`src/rtl/keyboard_pkg.sv`:
```
// Shared constants for the keyboard note scheduler: note period table, FSM states, widths.
package keyboard_pkg;

  localparam int RATE_W     = 17;
  localparam int INC_W      = 5;
  localparam int KEY_IDX_W  = 3;
  localparam int NOTE_COUNT = 8;

  typedef enum logic [1:0] {
    IDLE,
    SWITCH,
    PLAY,
    FADE
  } state_t;

  // CLOCK_50 cycles per period, C5 through C6
  localparam logic [RATE_W-1:0] NOTE_RATE [0:NOTE_COUNT-1] = '{
    17'd95556, 17'd85131, 17'd75843, 17'd71586,
    17'd63776, 17'd56818, 17'd50619, 17'd47778
  };

  function automatic logic [KEY_IDX_W-1:0] highest_index(input logic [NOTE_COUNT-1:0] v);
    logic [KEY_IDX_W-1:0] idx;
    idx = '0;
    for (int i = 0; i < NOTE_COUNT; i++) begin
      if (v[i]) idx = KEY_IDX_W'(i);
    end
    return idx;
  endfunction

endpackage

```
`src/rtl/key_debouncer.sv`:
```
// One-key debouncer: 2-FF synchroniser, then the level flips only after DEB_CYCLES
// consecutive synchronised samples that disagree with it.
module key_debouncer #(
  parameter int DEB_CYCLES = 500000
) (
  input  logic clk,
  input  logic rst,
  input  logic raw,
  output logic level
);

  localparam int CNT_W = $clog2(DEB_CYCLES + 1);

  logic             sync1_reg, sync2_reg;
  logic [CNT_W-1:0] cnt_reg;

  always_ff @(posedge clk or posedge rst) begin
    if (rst) begin
      sync1_reg <= 1'b0;
      sync2_reg <= 1'b0;
      cnt_reg   <= '0;
      level     <= 1'b0;
    end else begin
      sync1_reg <= raw;
      sync2_reg <= sync1_reg;
      if (sync2_reg == level) begin
        cnt_reg <= '0;
      end else if (cnt_reg == CNT_W'(DEB_CYCLES - 1)) begin
        cnt_reg <= '0;
        level   <= sync2_reg;
      end else begin
        cnt_reg <= cnt_reg + 1'b1;
      end
    end
  end

endmodule

```
`src/rtl/note_scheduler.sv`:
```
// Keyboard-to-codec note scheduler: debounce, last-press arbitration, muted note switching.
// Optional feature macro: OCTAVE_SHIFT_EN (adds OCT_UP/OCT_DN octave shift of INCREMENTO_AUDIO).
module note_scheduler
  import keyboard_pkg::*;
#(
  parameter int NUM_KEYS    = 8,
  parameter int DEB_CYCLES  = 500000,
  parameter int MUTE_CYCLES = 1024
) (
  input  logic                 CLOCK_50,
  input  logic                 RESET,
  input  logic [NUM_KEYS-1:0]  KEYS,
`ifdef OCTAVE_SHIFT_EN
  input  logic                 OCT_UP,
  input  logic                 OCT_DN,
`endif
  output logic [RATE_W-1:0]    TAXA_AMOSTRAGEM,
  output logic [INC_W-1:0]     INCREMENTO_AUDIO,
  output logic                 AUDIO_MUTE,
  output logic                 NOTE_ACTIVE,
  output logic [KEY_IDX_W-1:0] ACTIVE_KEY
);

  localparam int CNT_W = $clog2(MUTE_CYCLES + 1);
  localparam logic [CNT_W-1:0] CNT_LAST = CNT_W'(MUTE_CYCLES - 1);

  logic [NUM_KEYS-1:0]  deb_level, deb_prev_reg, press_vec, other_press;
  logic                 press_any, held_any;
  logic [KEY_IDX_W-1:0] press_idx, held_idx, sel;
  logic [INC_W-1:0]     load_inc;

  state_t               state_reg, state_next;
  logic [KEY_IDX_W-1:0] target_reg, target_next, key_next;
  logic [CNT_W-1:0]     cnt_reg, cnt_next;
  logic [RATE_W-1:0]    rate_next;
  logic [INC_W-1:0]     inc_next;
  logic                 mute_next, active_next;

  genvar gi;
  generate
    for (gi = 0; gi < NUM_KEYS; gi++) begin : g_key
      key_debouncer #(.DEB_CYCLES(DEB_CYCLES)) u_deb (
        .clk   (CLOCK_50),
        .rst   (RESET),
        .raw   (KEYS[gi]),
        .level (deb_level[gi])
      );
    end
  endgenerate

`ifdef OCTAVE_SHIFT_EN
  logic [1:0] oct_level, oct_prev_reg;
  logic [2:0] shift_reg, shift_next;
  logic       up_press, dn_press;

  key_debouncer #(.DEB_CYCLES(DEB_CYCLES)) u_deb_up (
    .clk(CLOCK_50), .rst(RESET), .raw(OCT_UP), .level(oct_level[0]));
  key_debouncer #(.DEB_CYCLES(DEB_CYCLES)) u_deb_dn (
    .clk(CLOCK_50), .rst(RESET), .raw(OCT_DN), .level(oct_level[1]));

  always_comb begin
    up_press   = oct_level[0] & ~oct_prev_reg[0];
    dn_press   = oct_level[1] & ~oct_prev_reg[1];
    shift_next = shift_reg;
    if (up_press && !dn_press && shift_reg != 3'd4)
      shift_next = shift_reg + 3'd1;
    else if (dn_press && !up_press && shift_reg != 3'd0)
      shift_next = shift_reg - 3'd1;
  end

  always_ff @(posedge CLOCK_50 or posedge RESET) begin
    if (RESET) begin
      oct_prev_reg <= '0;
      shift_reg    <= '0;
    end else begin
      oct_prev_reg <= oct_level;
      shift_reg    <= shift_next;
    end
  end

  assign load_inc = INC_W'(1) << shift_reg;
`else
  assign load_inc = INC_W'(1);
`endif

  always_comb begin
    press_vec   = deb_level & ~deb_prev_reg;
    press_any   = |press_vec;
    held_any    = |deb_level;
    press_idx   = highest_index(press_vec);
    held_idx    = highest_index(deb_level);
    other_press = press_vec & ~(NUM_KEYS'(1) << ACTIVE_KEY);
  end

  always_comb begin
    state_next  = state_reg;
    target_next = target_reg;
    cnt_next    = cnt_reg;
    rate_next   = TAXA_AMOSTRAGEM;
    inc_next    = INCREMENTO_AUDIO;
    mute_next   = AUDIO_MUTE;
    active_next = NOTE_ACTIVE;
    key_next    = ACTIVE_KEY;
    sel         = target_reg;
    case (state_reg)
      IDLE: begin
        mute_next   = 1'b1;
        active_next = 1'b0;
        if (press_any) begin
          target_next = press_idx;
          cnt_next    = '0;
          state_next  = SWITCH;
        end
      end
      SWITCH: begin
        mute_next   = 1'b1;
        active_next = 1'b0;
        if (press_any)
          sel = press_idx;
        else if (!deb_level[target_reg])
          sel = held_idx;
        target_next = sel;
        // target gone and nothing else held: abandon the switch
        if (!press_any && !deb_level[target_reg] && !held_any) begin
          state_next = FADE;
          cnt_next   = '0;
        end else if (cnt_reg == CNT_LAST) begin
          rate_next   = NOTE_RATE[sel];
          key_next    = sel;
          inc_next    = load_inc;
          mute_next   = 1'b0;
          active_next = 1'b1;
          state_next  = PLAY;
        end else begin
          cnt_next = cnt_reg + 1'b1;
        end
      end
      PLAY: begin
        if (|other_press) begin
          target_next = highest_index(other_press);
          cnt_next    = '0;
          mute_next   = 1'b1;
          active_next = 1'b0;
          state_next  = SWITCH;
        end else if (!deb_level[ACTIVE_KEY]) begin
          target_next = held_idx;
          cnt_next    = '0;
          mute_next   = 1'b1;
          active_next = 1'b0;
          state_next  = held_any ? SWITCH : FADE;
        end
      end
      FADE: begin
        mute_next   = 1'b1;
        active_next = 1'b0;
        if (press_any) begin
          target_next = press_idx;
          cnt_next    = '0;
          state_next  = SWITCH;
        end else if (cnt_reg == CNT_LAST) begin
          cnt_next   = '0;
          state_next = IDLE;
        end else begin
          cnt_next = cnt_reg + 1'b1;
        end
      end
      default: state_next = IDLE;
    endcase
  end

  always_ff @(posedge CLOCK_50 or posedge RESET) begin
    if (RESET) begin
      state_reg        <= IDLE;
      target_reg       <= '0;
      cnt_reg          <= '0;
      deb_prev_reg     <= '0;
      TAXA_AMOSTRAGEM  <= NOTE_RATE[0];
      INCREMENTO_AUDIO <= INC_W'(1);
      AUDIO_MUTE       <= 1'b1;
      NOTE_ACTIVE      <= 1'b0;
      ACTIVE_KEY       <= '0;
    end else begin
      state_reg        <= state_next;
      target_reg       <= target_next;
      cnt_reg          <= cnt_next;
      deb_prev_reg     <= deb_level;
      TAXA_AMOSTRAGEM  <= rate_next;
      INCREMENTO_AUDIO <= inc_next;
      AUDIO_MUTE       <= mute_next;
      NOTE_ACTIVE      <= active_next;
      ACTIVE_KEY       <= key_next;
    end
  end

endmodule

```
`config.mk`:
```
export PLATFORM = sky130hd
export DESIGN_NAME = note_scheduler
export DESIGN_NICKNAME = d
export VERILOG_FILES = /design/src/rtl/keyboard_pkg.sv /design/src/rtl/key_debouncer.sv /design/src/rtl/note_scheduler.sv
export SDC_FILE = /design/constraint.sdc
export NUM_CORES = 1
export LEC_CHECK = 0
export ABC_AREA = 1
export CORE_MARGIN = 4
export CORE_UTILIZATION = 40
export DETAILED_ROUTE_END_ITERATION = 8
export DONT_BUFFER_PORTS = 1
export GPL_ROUTABILITY_DRIVEN = 1
export GPL_TIMING_DRIVEN = 0
export PLACE_DENSITY = 0.61
export SYNTH_ARGS = -nofsm -noshare
export SYNTH_HDL_FRONTEND = slang
export SYNTH_SLANG_ARGS = --single-unit
```
`constraint.sdc`:
```
create_clock -name CLOCK_50 -period 8 [get_ports CLOCK_50]
set_input_delay 0.8 -clock CLOCK_50 [delete_from_list [all_inputs] [get_ports CLOCK_50]]
set_output_delay 0.8 -clock CLOCK_50 [all_outputs]
set_load 0.005 [all_outputs]
```
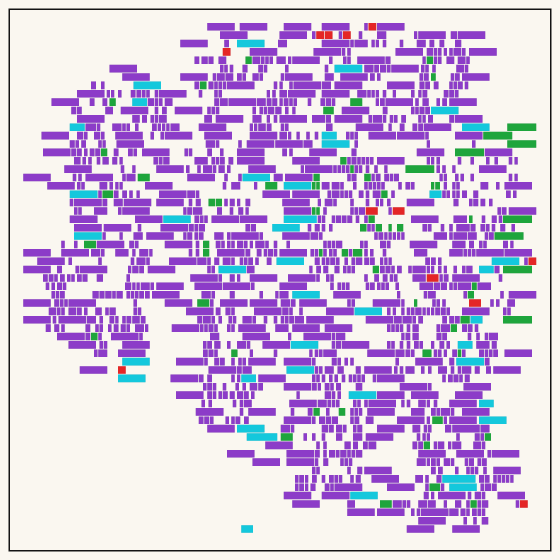
run_1/drive_strength.png
green -> drive 2  # cells 65, share 4.6%
cyan -> drive 6 and up  # cells 40, share 2.8%
purple -> drive 1 or less  # cells 1308, share 92%
red -> drive 3 to 4  # cells 12, share 0.84%

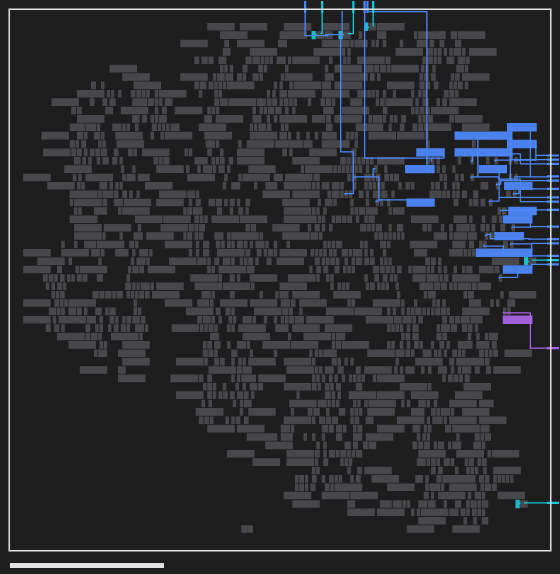
run_1/port_nets.png
Scale bar: 50 um.
blue -> TAXA_AMOSTRAGEM  # bits 17, direction output, end cells 17, wire 611 um
cyan -> INCREMENTO_AUDIO  # bits 5, direction output, end cells 5, wire 38.8 um
purple -> AUDIO_MUTE  # bits 1, direction output, end cells 1, wire 26.7 um

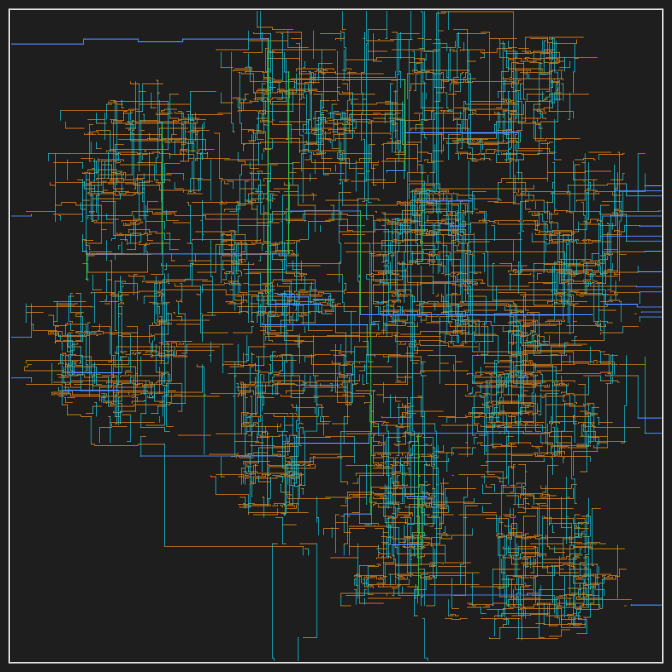
run_1/metal_stack.png
green -> met4  # wire length 373 um
orange -> met1  # wire length 10700 um
cyan -> met2  # wire length 10200 um
blue -> met3  # wire length 770 um

==> results.sh, run 1 <==
# yosys + openroad results
export IMPL_nNonClkBuffers=15
export IMPL_cts_htree_levels=1
export IMPL_sh_comb_area=0.3875
export IMPL_ys_cells=1373
export IMPL_top_layer_used="met4"
export IMPL_synth_adder_area_share=0.02343
export IMPL_die_w_um=175.5
export IMPL_path_delay_family="simple AND/OR/NAND/NOR gates"
export IMPL_fillers=2643
export IMPL_wl_met3_um=770
export IMPL_critPathArrivalTime_ps=3040
export IMPL_ys_flops=221
export IMPL_crit_type="reg2reg"
export IMPL_rows=61
export IMPL_crit_path_start_kind="flip-flop"
export IMPL_grt_util_all_layers=0.1444
export IMPL_required_ps=8450
export IMPL_path_depth=13
export IMPL_synth_cells=1373
export IMPL_aoi_share=0.08445
export IMPL_clk_share=0.07019
export IMPL_grt_first_pass_wirelength_mm=38.72
export IMPL_worstSetupEndpointType="flip-flop"
export IMPL_fmax_mhz=387.2
export IMPL_grt_overflow_total=0
export IMPL_worst_path_buf_inv=3
export IMPL_r2r_end="TAXA_AMOSTRAGEM[0]"
export IMPL_largest_class="registers"
export IMPL_ys_seq_frac=0.4941
export IMPL_final_setup_skew_ps=17.74
export IMPL_gr_usage_met2=0.2412
export IMPL_endpoint="TAXA_AMOSTRAGEM[0]"
export IMPL_coreArea_um2=27710
export IMPL_netlist_area_um2=11220
export IMPL_tool_warnings=40
export IMPL_relSlewSlack=0.4597
export IMPL_use_met1=0.1979
export IMPL_clkbuf_count=43
export IMPL_most_common_cell="nand2_1"
export IMPL_critPathLaunch="g_key[2].u_deb.level"
export IMPL_status="finished, final reports clean"
export IMPL_dr_pass1_iters=4
export IMPL_via_count=8681
export IMPL_ys_top_cells_by_area="dfrtp_1, nand2_1, nor2_1"
export IMPL_p_leak_nw=5.693
export IMPL_clkLatencyLatePin_ps=520
export IMPL_grt_max_degree=120
export IMPL_post_route_period_util=0.3229
export IMPL_cts_resized=0
export IMPL_path_cells="inv_1, o21ai_0, nor3_1, nand2_2, inv_2, nand3_1, and2_1, ha_1, inv_1, nand3_1, nand2_1, nand2_1, nand2_1"
export IMPL_worstMarginPinSlew_ps=810.4
export IMPL_peakVddDrop_v=0.0001478
export IMPL_flop_count=221
==> run 1: power groups by stage <==
stage          clock network (mW)  registers [mW]  logic [mW]
2_1_floorplan                   0            1.16      0.0482
3_3_place_gp                    0            1.16      0.0622
3_5_place_dp                    0            1.16      0.0652
4_1_cts                      1.24            1.14      0.0654
5_1_grt                      1.30            1.15      0.0751
6_report                     1.20            1.14      0.0619
==> run 1: through the flow <==
stage               hold slack, ps    util  worst slack, ps  total power [mW]
detailed placement           335.5  0.4236             5429             1.229
CTS                          278.7  0.4555             5410             2.451
floorplan                    331.2       -             1165             1.209
global placement             332.6  0.4223            -1389             1.226
finish                       307.3  0.4555             5417             2.408
global route                 277.7  0.4555             5191             2.516
run_1/final_placement.png
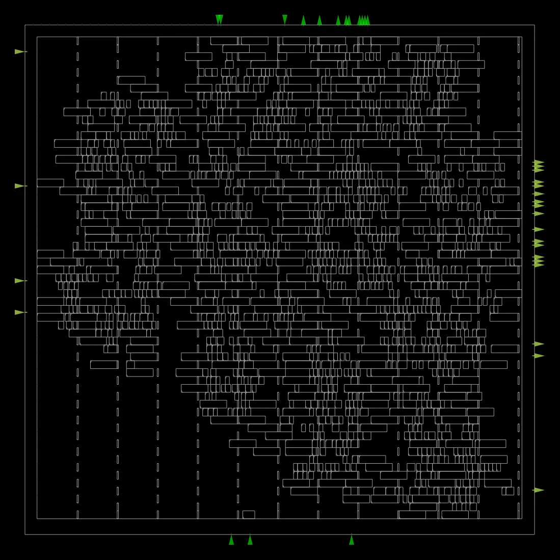

==> inputs of run 2 (changes only) <==
--- a/config.mk
+++ b/config.mk
@@ -12,7 +12,7 @@
 export DONT_BUFFER_PORTS = 1
 export GPL_ROUTABILITY_DRIVEN = 1
 export GPL_TIMING_DRIVEN = 0
-export PLACE_DENSITY = 0.61
+export PLACE_DENSITY = 0.63
 export SYNTH_ARGS = -nofsm -noshare
 export SYNTH_HDL_FRONTEND = slang
 export SYNTH_SLANG_ARGS = --single-unit
==> constraint.sdc (replaced) <==
create_clock -name CLOCK_50 -period 2.35 [get_ports CLOCK_50]
set_input_delay 0.235 -clock CLOCK_50 [delete_from_list [all_inputs] [get_ports CLOCK_50]]
set_output_delay 0.235 -clock CLOCK_50 [all_outputs]
set_load 0.005 [all_outputs]
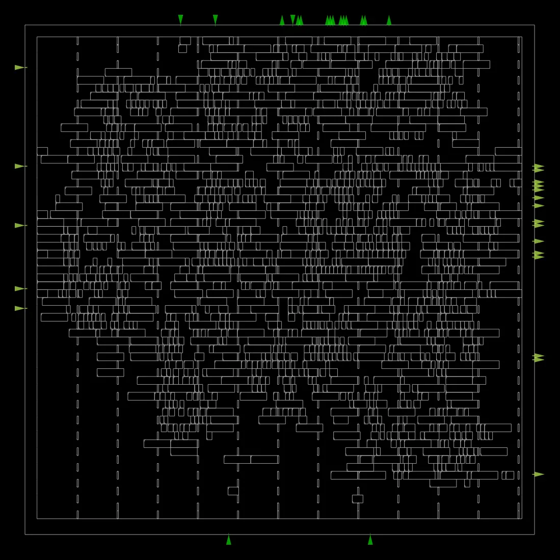
run_2/final_placement.png
Final Non-Filler Cells: 1820
Tap Cells: 378
fillers: 2648
Core Util, Final: 0.4638
Seq/total area: 0.4320

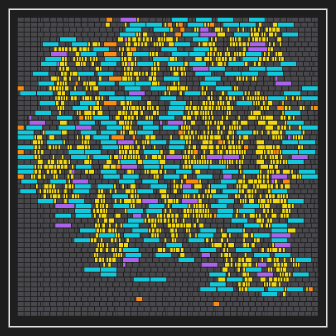
run_2/cell_classes.png
Fill, decap, tap and diode cells in grey.
orange -> other buffers and delay cells  # cells 35, share of their area 2.8%
yellow -> all other logic  # cells 1141, share of their area 46%
purple -> clock drivers and dummy loads  # cells 45, share of their area 6.8%
cyan -> flip-flops  # cells 221, share of their area 45%

==> results.sh, run 2 <==
# yosys + openroad results
export IMPL_worst_path_buf_inv=3
export IMPL_post_route_period_util=0.9374
export IMPL_tool_warnings=37
export IMPL_critPathArrivalTime_ps=2660
export IMPL_status="finished, final reports clean"
export IMPL_netlist_area_um2=11220
export IMPL_clkLatencyLatePin_ps=510
export IMPL_use_met1=0.2104
export IMPL_ys_flops=221
export IMPL_grt_max_degree=43
export IMPL_critPathLaunch="g_key[1].u_deb.level"
export IMPL_setup_ws_ps=147.2
export IMPL_endpoint="TAXA_AMOSTRAGEM[11]"
export IMPL_sh_comb_area=0.3829
export IMPL_totalPowerFinal_mw=8.128
export IMPL_p_leak_nw=5.788
export IMPL_worstMarginPinSlew_ps=724.2
export IMPL_top_layer_used="met4"
export IMPL_rows=61
export IMPL_worstSetupEndpointType="flip-flop"
export IMPL_grt_first_pass_wirelength_mm=40.12
export IMPL_r2r_end="TAXA_AMOSTRAGEM[11]"
export IMPL_ys_cells=1373
export IMPL_peakVddDrop_v=0.0005143
export IMPL_flop_count=221
export IMPL_relSlewSlack=0.5162
export IMPL_holdWs_ps=281.3
export IMPL_ys_top_cells_by_area="dfrtp_1, nand2_1, nor2_1"
export IMPL_final_setup_skew_ps=12.31
export IMPL_crit_path_start_kind="flip-flop"
export IMPL_fmax_mhz=454.0
export IMPL_cts_htree_levels=1
export IMPL_grt_util_all_layers=0.1506
export IMPL_clkbuf_count=38
export IMPL_via_count=8866
-- run 2: cell counts after synthesis --
No cell type changed its count.
-- run 2: logic make-up after synthesis --
kind of cell,Yosys count,synth area share
compound gates,166,0.08445
xor+xnor,57,0.04451
fa+ha+maj,21,0.02343
buf+inv,201,0.07084
flops,221,0.4941
mux,7,0.007029
other cells,2,0.0006696
simple gates,698,0.2750
-- run 2: power by group through the flow --
stage	sequential, mW	combinational [mW]	clock, mW
2_1_floorplan	3.95	0.165	0
3_3_place_gp	3.96	0.211	0
3_5_place_dp	3.96	0.239	0
4_1_cts	3.89	0.254	4.12
5_1_grt	3.90	0.287	4.27
6_report	3.89	0.244	3.99
Power is estimated from default activity; no workload was simulated.
